===== config.mk =====
export PLATFORM = sky130hd
export DESIGN_NAME = frogger_round_ctrl_flat
export DESIGN_NICKNAME = d
export VERILOG_FILES = /design/src/rtl/frogger_round_ctrl_if.sv /design/src/rtl/frogger_round_ctrl.sv /design/src/flat_wrapper.sv
export SDC_FILE = /design/constraint.sdc
export NUM_CORES = 1
export LEC_CHECK = 0
export CAP_MARGIN = 10
export CELL_PAD_IN_SITES_DETAIL_PLACEMENT = 0
export CELL_PAD_IN_SITES_GLOBAL_PLACEMENT = 1
export CORE_ASPECT_RATIO = 1.5
export CORE_MARGIN = 3
export CORE_UTILIZATION = 28
export CTS_BUF_LIST = sky130_fd_sc_hd__clkbuf_8 sky130_fd_sc_hd__clkbuf_16
export CTS_CLUSTER_SIZE = 25
export DETAILED_ROUTE_END_ITERATION = 8
export GPL_ROUTABILITY_DRIVEN = 1
export PLACE_DENSITY_LB_ADDON = 0.12
export RECOVER_POWER = 100
export SYNTH_ARGS = -nofsm -noshare
export SYNTH_HDL_FRONTEND = slang
export SYNTH_SLANG_ARGS = --single-unit

===== constraint.sdc =====
create_clock -name i_clock -period 1.65 [get_ports i_clock]
set_clock_uncertainty 0.2 [all_clocks]
set_input_delay 0.4125 -clock i_clock [delete_from_list [all_inputs] [get_ports i_clock]]
set_output_delay 0.4125 -clock i_clock [all_outputs]
set_load 0.05 [all_outputs]

===== src/rtl/frogger_round_ctrl_if.sv =====
// ---------------------------------------------------------------------------
// frogger_round_ctrl_if
//   Signal bundle between the Frogger round sequencer and the game around it.
//   Names are written from the sequencer's point of view (i_ = into it,
//   o_ = out of it).
//
//   Parameters : LIVES, ROUND_TICKS (set the lives / time_left widths)
//   Modports   : slave  - the round sequencer
//                master - the game logic / score block that drives events
//   Signals    : i_start, i_tick, i_frog_home, i_frog_hit, i_game_over
//                o_win, o_lose, o_respawn, o_play_en, o_lives, o_time_left,
//                o_state
// ---------------------------------------------------------------------------
interface frogger_round_ctrl_if #(
    parameter int LIVES       = 3,
    parameter int ROUND_TICKS = 30
);
    localparam int LW = $clog2(LIVES + 1);
    localparam int TW = $clog2(ROUND_TICKS + 1);

    logic          i_start;
    logic          i_tick;
    logic          i_frog_home;
    logic          i_frog_hit;
    logic          i_game_over;
    logic          o_win;
    logic          o_lose;
    logic          o_respawn;
    logic          o_play_en;
    logic [LW-1:0] o_lives;
    logic [TW-1:0] o_time_left;
    logic [2:0]    o_state;

    modport slave (
        input  i_start, i_tick, i_frog_home, i_frog_hit, i_game_over,
        output o_win, o_lose, o_respawn, o_play_en, o_lives, o_time_left, o_state
    );

    modport master (
        output i_start, i_tick, i_frog_home, i_frog_hit, i_game_over,
        input  o_win, o_lose, o_respawn, o_play_en, o_lives, o_time_left, o_state
    );
endinterface


===== src/rtl/frogger_round_ctrl.sv =====
// ---------------------------------------------------------------------------
// frogger_round_ctrl
//   Round / life sequencer for Frogger. Converts frog events into single-cycle
//   win / lose pulses for the score block, tracks lives and the per-round
//   countdown, sequences respawns and restarts the game on a start-key edge.
//
//   Ports:
//     i_clock  - system clock (CLOCK_50)
//     i_reset  - asynchronous, active-low reset
//     bus      - frogger_round_ctrl_if.slave (events in, pulses/status out)
//
//   Optional feature: define FROGGER_ROUND_TIMER_EN to build the round
//   countdown and timeout death. Without it time_left is held at ROUND_TICKS
//   and only frog_hit kills the frog.
// ---------------------------------------------------------------------------
module frogger_round_ctrl #(
    parameter int LIVES       = 3,
    parameter int ROUND_TICKS = 30,
    parameter int HOLD_TICKS  = 2
) (
    input  logic              i_clock,
    input  logic              i_reset,
    frogger_round_ctrl_if.slave bus
);
    localparam int LW = $clog2(LIVES + 1);
    localparam int TW = $clog2(ROUND_TICKS + 1);
    localparam int HW = (HOLD_TICKS > 1) ? $clog2(HOLD_TICKS) : 1;

    typedef enum logic [2:0] {
        ST_IDLE = 3'd0,
        ST_PLAY = 3'd1,
        ST_HOLD = 3'd2,
        ST_DEAD = 3'd3,
        ST_OVER = 3'd4
    } state_t;

    state_t        r_state,    w_state_next;
    logic [LW-1:0] r_lives,    w_lives_next;
    logic [HW-1:0] r_hold_cnt, w_hold_next;
    logic          r_start_q;
    logic          r_win,      w_win_next;
    logic          r_lose,     w_lose_next;
    logic          r_respawn,  w_respawn_next;
    logic          r_play_en;
    logic          w_go;
    logic          w_timeout;
    logic          w_death;

    assign w_go = bus.i_start & ~r_start_q;

`ifdef FROGGER_ROUND_TIMER_EN
    logic [TW-1:0] r_time_left, w_time_next;
    // Death fires on the tick that would take the count to zero, so the
    // counter reloads instead of ever showing 0 in PLAY.
    assign w_timeout = bus.i_tick && (r_time_left == TW'(1));
`else
    assign w_timeout = 1'b0;
`endif

    assign w_death = bus.i_frog_hit | w_timeout;

    always_comb begin
        w_state_next   = r_state;
        w_lives_next   = r_lives;
        w_hold_next    = r_hold_cnt;
        w_win_next     = 1'b0;
        w_lose_next    = 1'b0;
        w_respawn_next = 1'b0;
`ifdef FROGGER_ROUND_TIMER_EN
        w_time_next    = r_time_left;
`endif
        case (r_state)
            ST_PLAY: begin
                if (w_death) begin
                    // Death outranks reaching home in the same cycle.
                    if (r_lives == LW'(1)) begin
                        w_lives_next = '0;
                        w_lose_next  = 1'b1;
                        w_state_next = ST_DEAD;
                    end else begin
                        w_lives_next = r_lives - LW'(1);
                        w_hold_next  = '0;
                        w_state_next = ST_HOLD;
                    end
`ifdef FROGGER_ROUND_TIMER_EN
                    if (w_timeout)
                        w_time_next = TW'(ROUND_TICKS);
`endif
                end else if (bus.i_frog_home) begin
                    w_win_next   = 1'b1;
                    w_hold_next  = '0;
                    w_state_next = ST_HOLD;
                end
`ifdef FROGGER_ROUND_TIMER_EN
                else if (bus.i_tick) begin
                    w_time_next = r_time_left - TW'(1);
                end
`endif
            end
            ST_HOLD: begin
                // game_over arrives one cycle after the win; catching it here
                // first stops the tenth win from respawning the frog.
                if (bus.i_game_over) begin
                    w_state_next = ST_OVER;
                end else if (bus.i_tick) begin
                    if (r_hold_cnt == HW'(HOLD_TICKS - 1)) begin
                        w_hold_next    = '0;
                        w_respawn_next = 1'b1;
                        w_state_next   = ST_PLAY;
`ifdef FROGGER_ROUND_TIMER_EN
                        w_time_next    = TW'(ROUND_TICKS);
`endif
                    end else begin
                        w_hold_next = r_hold_cnt + HW'(1);
                    end
                end
            end
            default: begin
                // IDLE, DEAD and OVER all wait for a start edge to begin a game.
                if (w_go) begin
                    w_lives_next   = LW'(LIVES);
                    w_hold_next    = '0;
                    w_respawn_next = 1'b1;
                    w_state_next   = ST_PLAY;
`ifdef FROGGER_ROUND_TIMER_EN
                    w_time_next    = TW'(ROUND_TICKS);
`endif
                end
            end
        endcase
    end

    always_ff @(posedge i_clock or negedge i_reset) begin
        if (!i_reset) begin
            r_state    <= ST_IDLE;
            r_lives    <= LW'(LIVES);
            r_hold_cnt <= '0;
            // A key held through reset must not count as a start edge.
            r_start_q  <= 1'b1;
            r_win      <= 1'b0;
            r_lose     <= 1'b0;
            r_respawn  <= 1'b0;
            r_play_en  <= 1'b0;
        end else begin
            r_state    <= w_state_next;
            r_lives    <= w_lives_next;
            r_hold_cnt <= w_hold_next;
            r_start_q  <= bus.i_start;
            r_win      <= w_win_next;
            r_lose     <= w_lose_next;
            r_respawn  <= w_respawn_next;
            r_play_en  <= (w_state_next == ST_PLAY);
        end
    end

`ifdef FROGGER_ROUND_TIMER_EN
    always_ff @(posedge i_clock or negedge i_reset) begin
        if (!i_reset)
            r_time_left <= TW'(ROUND_TICKS);
        else
            r_time_left <= w_time_next;
    end
    assign bus.o_time_left = r_time_left;
`else
    assign bus.o_time_left = TW'(ROUND_TICKS);
`endif

    assign bus.o_win     = r_win;
    assign bus.o_lose    = r_lose;
    assign bus.o_respawn = r_respawn;
    assign bus.o_play_en = r_play_en;
    assign bus.o_lives   = r_lives;
    assign bus.o_state   = r_state;
endmodule


===== src/flat_wrapper.sv =====
// flat-port wrapper written by rule: the top's interface ports become plain ports
module frogger_round_ctrl_flat 
#(
    parameter int LIVES       = 3,
    parameter int ROUND_TICKS = 30,
    parameter int HOLD_TICKS  = 2
)
  (i_clock, i_reset, bus_i_start, bus_i_tick, bus_i_frog_home, bus_i_frog_hit, bus_i_game_over, bus_o_win, bus_o_lose, bus_o_respawn, bus_o_play_en, bus_o_lives, bus_o_time_left, bus_o_state);
  frogger_round_ctrl_if #(.LIVES(LIVES), .ROUND_TICKS(ROUND_TICKS)) bus_i ();
  input  logic i_clock;
  input  logic i_reset;
  input wire logic [$bits(bus_i.i_start)-1:0] bus_i_start;
  input wire logic [$bits(bus_i.i_tick)-1:0] bus_i_tick;
  input wire logic [$bits(bus_i.i_frog_home)-1:0] bus_i_frog_home;
  input wire logic [$bits(bus_i.i_frog_hit)-1:0] bus_i_frog_hit;
  input wire logic [$bits(bus_i.i_game_over)-1:0] bus_i_game_over;
  output wire logic [$bits(bus_i.o_win)-1:0] bus_o_win;
  output wire logic [$bits(bus_i.o_lose)-1:0] bus_o_lose;
  output wire logic [$bits(bus_i.o_respawn)-1:0] bus_o_respawn;
  output wire logic [$bits(bus_i.o_play_en)-1:0] bus_o_play_en;
  output wire logic [$bits(bus_i.o_lives)-1:0] bus_o_lives;
  output wire logic [$bits(bus_i.o_time_left)-1:0] bus_o_time_left;
  output wire logic [$bits(bus_i.o_state)-1:0] bus_o_state;
  assign bus_i.i_start = bus_i_start;
  assign bus_i.i_tick = bus_i_tick;
  assign bus_i.i_frog_home = bus_i_frog_home;
  assign bus_i.i_frog_hit = bus_i_frog_hit;
  assign bus_i.i_game_over = bus_i_game_over;
  assign bus_o_win = bus_i.o_win;
  assign bus_o_lose = bus_i.o_lose;
  assign bus_o_respawn = bus_i.o_respawn;
  assign bus_o_play_en = bus_i.o_play_en;
  assign bus_o_lives = bus_i.o_lives;
  assign bus_o_time_left = bus_i.o_time_left;
  assign bus_o_state = bus_i.o_state;
  frogger_round_ctrl #(.LIVES(LIVES), .ROUND_TICKS(ROUND_TICKS), .HOLD_TICKS(HOLD_TICKS)) u_core (.i_clock(i_clock), .i_reset(i_reset), .bus(bus_i));
endmodule

**Run 1: placement by cell class**

Bar = 10 um.
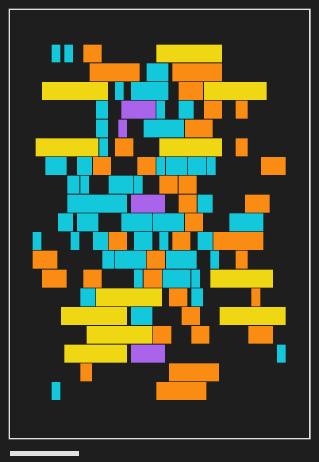
legend:
  yellow:
    class: flops
    cells: 11
  orange:
    class: other buffers and delay cells
    cells: 35
  cyan:
    class: all other logic
    cells: 46
  purple:
    class: clock drivers and dummy loads
    cells: 4

**Run 1: sequential cells grouped by signal name**

Bar = 10 um. Other sequential cells in the stronger gray, the rest of the logic in the fainter gray.
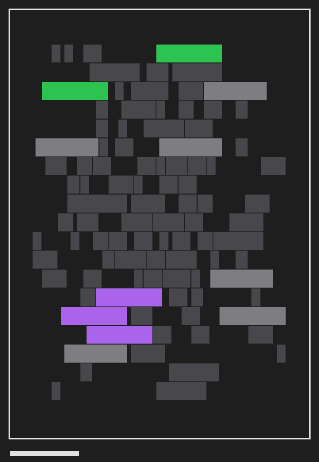
legend:
  purple:
    netlist_name: u_core.bus.o_state
    sequential_cells: 3
  green:
    netlist_name: u_core.bus.o_lives
    sequential_cells: 2
not colored: 6

==> impl_metrics.py, run 1 <==
# Generated from Yosys and OpenROAD reports
metrics = {
    "status": {
        "status": "finished clean",
    },
    "logic_synthesis": {
        "synthesis_warnings": 0,
        "muxShareOfSynthArea_pct": 1.71,
        "synth.yosys.chip_area_um2": 587,
        "synth.cell_area_um2": 587,
        "yosys.area_share.simple_pct": 19.0,
        "seq_total_area_yosys_pct": 47.5,
        "ys_sh_adder_pct": 2.13,
    },
    "worst_setup_path": {
        "worstPathMaxFanout": 3,
        "cp-startpoint": "u_core.bus.o_lives[0]$_DFFE_PN1P_",
        "rr_endpoint": "u_core.bus.o_state[1]$_DFF_PN0_",
        "critical_path.reg2reg.startpoint": "u_core.bus.o_state[1]$_DFF_PN0_",
        "reg2reg_depth": 4,
        "cpMaxStageDelayCell": "dfstp_2",
    },
    "drt": {
        "met3_wirelength_um": 60,
        "routed_via_density": 4.95,
        "routed_wirelength_um": 1520,
        "dr.pass1.iters": 4,
        "drc": 0,
        "drt-wirelength-per-cell_um": 13.0,
    },
    "cts": {
        "max_clock_buf_depth": 2,
        "clock_net_sink_count": 11,
        "cts_inserted_buffers": 3,
        "clk_transition_reported_paths_ns": 0.05,
        "cts.htree.levels": 1,
        "clk_latency_ns": 0.24,
    },
    "die": {
        "tapCellCount": 21,
    },
    "global_routing": {
        "grt.total_usage_pct": 12.4,
        "grt_pass1_wl_um": 2330,
    },
    "cells_and_area": {
        "signal_buffers": 35,
        "antenna-diode-count": 0,
        "n_multi_input_combinational_cell": 43,
        "final.signal_inverter_count": 3,
        "layout.buffer.nonclock.area_share_pct": 32.5,
        "comb-cell-share_pct": 31.5,
        "final-seq-area_um2": 283,
    },
    "min_path": {
        "hold_path_depth": 1,
        "hold_end": "u_core.r_start_q$_DFF_PN1_",
    },
    "placed_design": {
        "replace_congestion": 0.814,
        "place_inst": 111,
    },
    "sta": {
        "final_hold_viol_count": 0,
    },
    "power_and_ir_drop": {
        "total_leakage_power_nw": 0.493,
    },
    "job": {
        "openroad.warnings": 28,
    },
}
**Run 1: routing congestion**

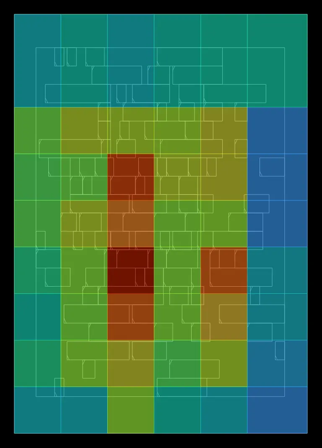
GRT busiest layer: met2
GR Layer Usage met2: 21.8%

run 1: synthesized netlist by cell type:
master,n
nand2_1,5
nor4b_1,1
o22ai_1,3
or3b_1,1
o211ai_2,1
nand2b_1,2
ha_1,1
dfrtp_1,8
nor3b_1,2
a22oi_1,1
o32ai_1,1
dfstp_2,3
a31oi_1,1
inv_1,3
a21oi_1,4
a22o_1,1
o211ai_1,1
mux2i_1,1
buf_4,5
conb_1,2
o21ai_0,1
nor2b_1,1
or3b_2,1
a211o_1,2
buf_2,1
nor2_1,4
nor3_1,1
and3_1,2
run 1: sequential cells by signal, indices dropped and copies added (netlist names):
register / cells
u_core.bus.o_lives: 2
u_core.bus.o_lose: 1
u_core.r_hold_cnt: 1
u_core.bus.o_state: 3
u_core.bus.o_play_en: 1
u_core.r_start_q: 1
u_core.bus.o_respawn: 1
u_core.bus.o_win: 1
run 1: report_power, final:
group / total, W / switching, W / internal [W]
sequential: 0.000463 / 0.0000782 / 0.000384
clock: 0.000263 / 0.000100 / 0.000163
combinational: 0.00138 / 0.000696 / 0.000687
run 1: repair_timing:
item | 4_1_cts | 5_1_grt
pin swaps | 0 | 2
setup endpoints to repair | 3 | 6
gates resized | 4 | 8
setup buffers | 0 | 3
run 1: through the flow:
step / worst slack, ns / hold slack [ns] / total power, W / util (%) / instance area (um^2)
after global routing: -0.0151 / 0.289 / 0.00224 / 53.4 / 1020
final: 0.0150 / 0.287 / 0.00211 / 53.4 / 1020
after floorplan: -0.116 / -0.0831 / 0.00108 / - / 608
after detailed placement: -0.362 / 0.375 / 0.00178 / 50.9 / 967
after CTS: 0.0000240 / 0.280 / 0.00209 / 53.9 / 1020
after global placement: -0.237 / 0.371 / 0.00177 / 50.9 / 967
--- run 2 (diff from run 1) ---
--- a/config.mk
+++ b/config.mk
@@ -15,6 +15,7 @@
 export CTS_CLUSTER_SIZE = 25
 export DETAILED_ROUTE_END_ITERATION = 8
 export GPL_ROUTABILITY_DRIVEN = 1
+export HOLD_SLACK_MARGIN = 0.02
 export PLACE_DENSITY_LB_ADDON = 0.12
 export RECOVER_POWER = 100
 export SYNTH_ARGS = -nofsm -noshare
**Run 2: routing congestion**

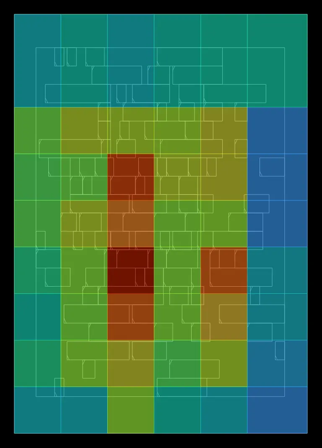
met1 track utilization from global routing: 12.3%
Core Util, Final: 53.4%
overall track demand over capacity in global routing: 12.4%

**Run 2: metal layers overlaid**

Bar = 10 um. Only two layers are drawn.
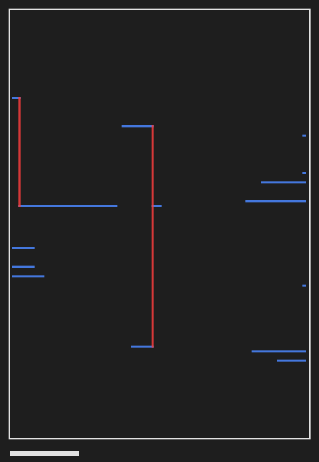
legend:
  blue:
    layer: met3
    wire_length: 60.7 um
  red:
    layer: met4
    wire_length: 47.6 um

==> impl_metrics.py, run 2 <==
# Generated from Yosys and OpenROAD reports
metrics = {
    "status": {
        "status": "finished clean",
    },
    "logic_synthesis": {
        "synth.yosys.chip_area_um2": 587,
        "netlist.top_cell.by_instances": "dfrtp_1",
        "synth_stat.cells": 60,
        "synthesis_warnings": 0,
        "synth.cell_area_um2": 587,
        "synth-main-ff-cell": "dfrtp_1",
        "largest_area_cell": "dfrtp_1",
        "top_post_synthesis_cells_by_count": "dfrtp_1, buf_4, nand2_1, a21oi_1, nor2_1",
        "edf_count": 0,
        "seq_total_area_yosys_pct": 47.5,
        "synth_async_sr_flop_share_pct": 100,
    },
    "power_and_ir_drop": {
        "p_sw_share_pct": 41.5,
        "seqPwrFrac_pct": 21.9,
        "total_leakage_power_nw": 0.493,
        "cell_internal_pwr_w": 0.00123,
        "combinationalPowerShare_pct": 65.6,
        "power_w": 0.00211,
        "p_switching_w": 0.000875,
        "power.clock.fraction_pct": 12.5,
    },
    "cts": {
        "cts_inserted_buffers": 3,
        "max_clock_buf_depth": 2,
        "cts.htree.levels": 1,
        "library_cell_used_as_clock_root_buffer": "clkbuf_8",
        "clock_net_sink_count": 11,
        "post_cts.repair.setup_buffers": 0,
        "clk_transition_reported_paths_ns": 0.05,
        "tritoncts": "done",
        "cts_repair_resize_count": 4,
        "clk_latency_ns": 0.24,
    },
    "sta": {
        "timing.final.crit_share_pct": 99.1,
        "worst_hold_slack_ns": 0.287,
        "worst_slack_ns": 0.0150,
        "final_hold_viol_count": 0,
    },
    "drt": {
        "drt-wirelength-per-cell_um": 13.0,
        "drc": 0,
        "routed_wirelength_um": 1520,
        "routed_via_density": 4.95,
    },
    "placed_design": {
        "replace_congestion": 0.814,
        "post-place-ws_ns": -0.362,
        "place_inst": 111,
    },
    "worst_setup_path": {
        "worstPathMaxFanout": 3,
        "setup.reg_to_reg.worst_slack_ns": 0.03,
        "cpMaxStageDelayCell": "dfstp_2",
        "arrival_ns": 1.02,
    },
    "cells_and_area": {
        "area_growth_syn_to_layout_pct": 73.1,
        "antenna-diode-count": 0,
        "final_design_area_no_fill_mm2": 0.00102,
        "number_of_flip_flops_in_the_largest_register": 3,
    },
    "global_routing": {
        "first_global_vias": 551,
        "grt_pass1_wl_um": 2330,
        "largest_net_degree_at_the_start_of_global_routing": 12,
    },
    "job": {
        "openroad.warnings": 28,
    },
}
**Run 2: gate families picked out**

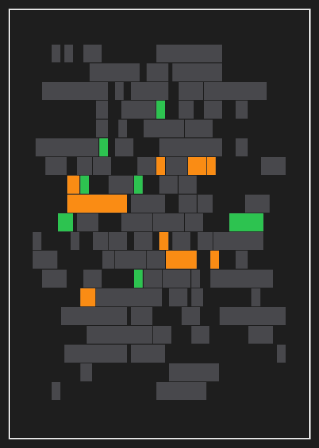
legend:
  orange:
    family: NOR gates
    cells: 9
    where: center
  green:
    family: NAND gates
    cells: 7

run 2: cells by family after synthesis:
kind of cell,count (synthesis),synth area share [%]
flip-flops,11,47.5
adder cells (fa/ha/maj),1,2.13
AND-OR/OR-AND,16,19.2
other,2,1.28
buffers and inverters,9,9.17
AND/OR/NAND/NOR,20,19.0
multiplexers,1,1.71
run 2: power by group through the flow:
stage	sequential, W	clock, W	combinational, W
floorplan	0.000750	0	0.000330
global placement	0.000466	0	0.00130
detailed placement	0.000468	0	0.00131
CTS	0.000477	0.000274	0.00134
global route	0.000478	0.000287	0.00147
finish	0.000463	0.000263	0.00138
run 2: cell type report:
| type | count | area, um^2 |
|---|---|---|
| repair buffers | 35 | 330 |
| flip-flops and latches | 11 | 283 |
| clock inverters | 1 | 3.75 |
| well taps | 21 | 26.3 |
| inverters | 3 | 11.3 |
| multi-input cells | 43 | 320 |
| clock buffers | 3 | 41.3 |
| fillers | 184 | 886 |
run 2: final timing paths:
path | from | to | cells past startpoint
worst max-delay path | u_core.bus.o_lives[0]$_DFFE_PN1P_ | bus_o_lives[0] | 2
worst min-delay path | bus_i_start | u_core.r_start_q$_DFF_PN1_ | 1
worst max register to register | u_core.bus.o_state[1]$_DFF_PN0_ | u_core.bus.o_state[1]$_DFF_PN0_ | 4
worst min register to register | u_core.r_hold_cnt$_DFFE_PN0P_ | u_core.r_hold_cnt$_DFFE_PN0P_ | 1
max in group asynchronous | i_reset | u_core.bus.o_state[0]$_DFF_PN0_ | 2
min in group asynchronous | i_reset | u_core.bus.o_respawn$_DFF_PN0_ | 2
run 2: layer usage:
layer	wire, um	up-vias	global-route usage [%]	part of all wire (%)
met5	0	-	0	0
met4	47	0	10.3	3.1
met3	60	5	2.88	3.9
met2	821	14	21.8	54
met1	592	280	12.3	39
li1	-	280	-	-
Power figures rest on the tool's default switching activity, not on a simulated workload.
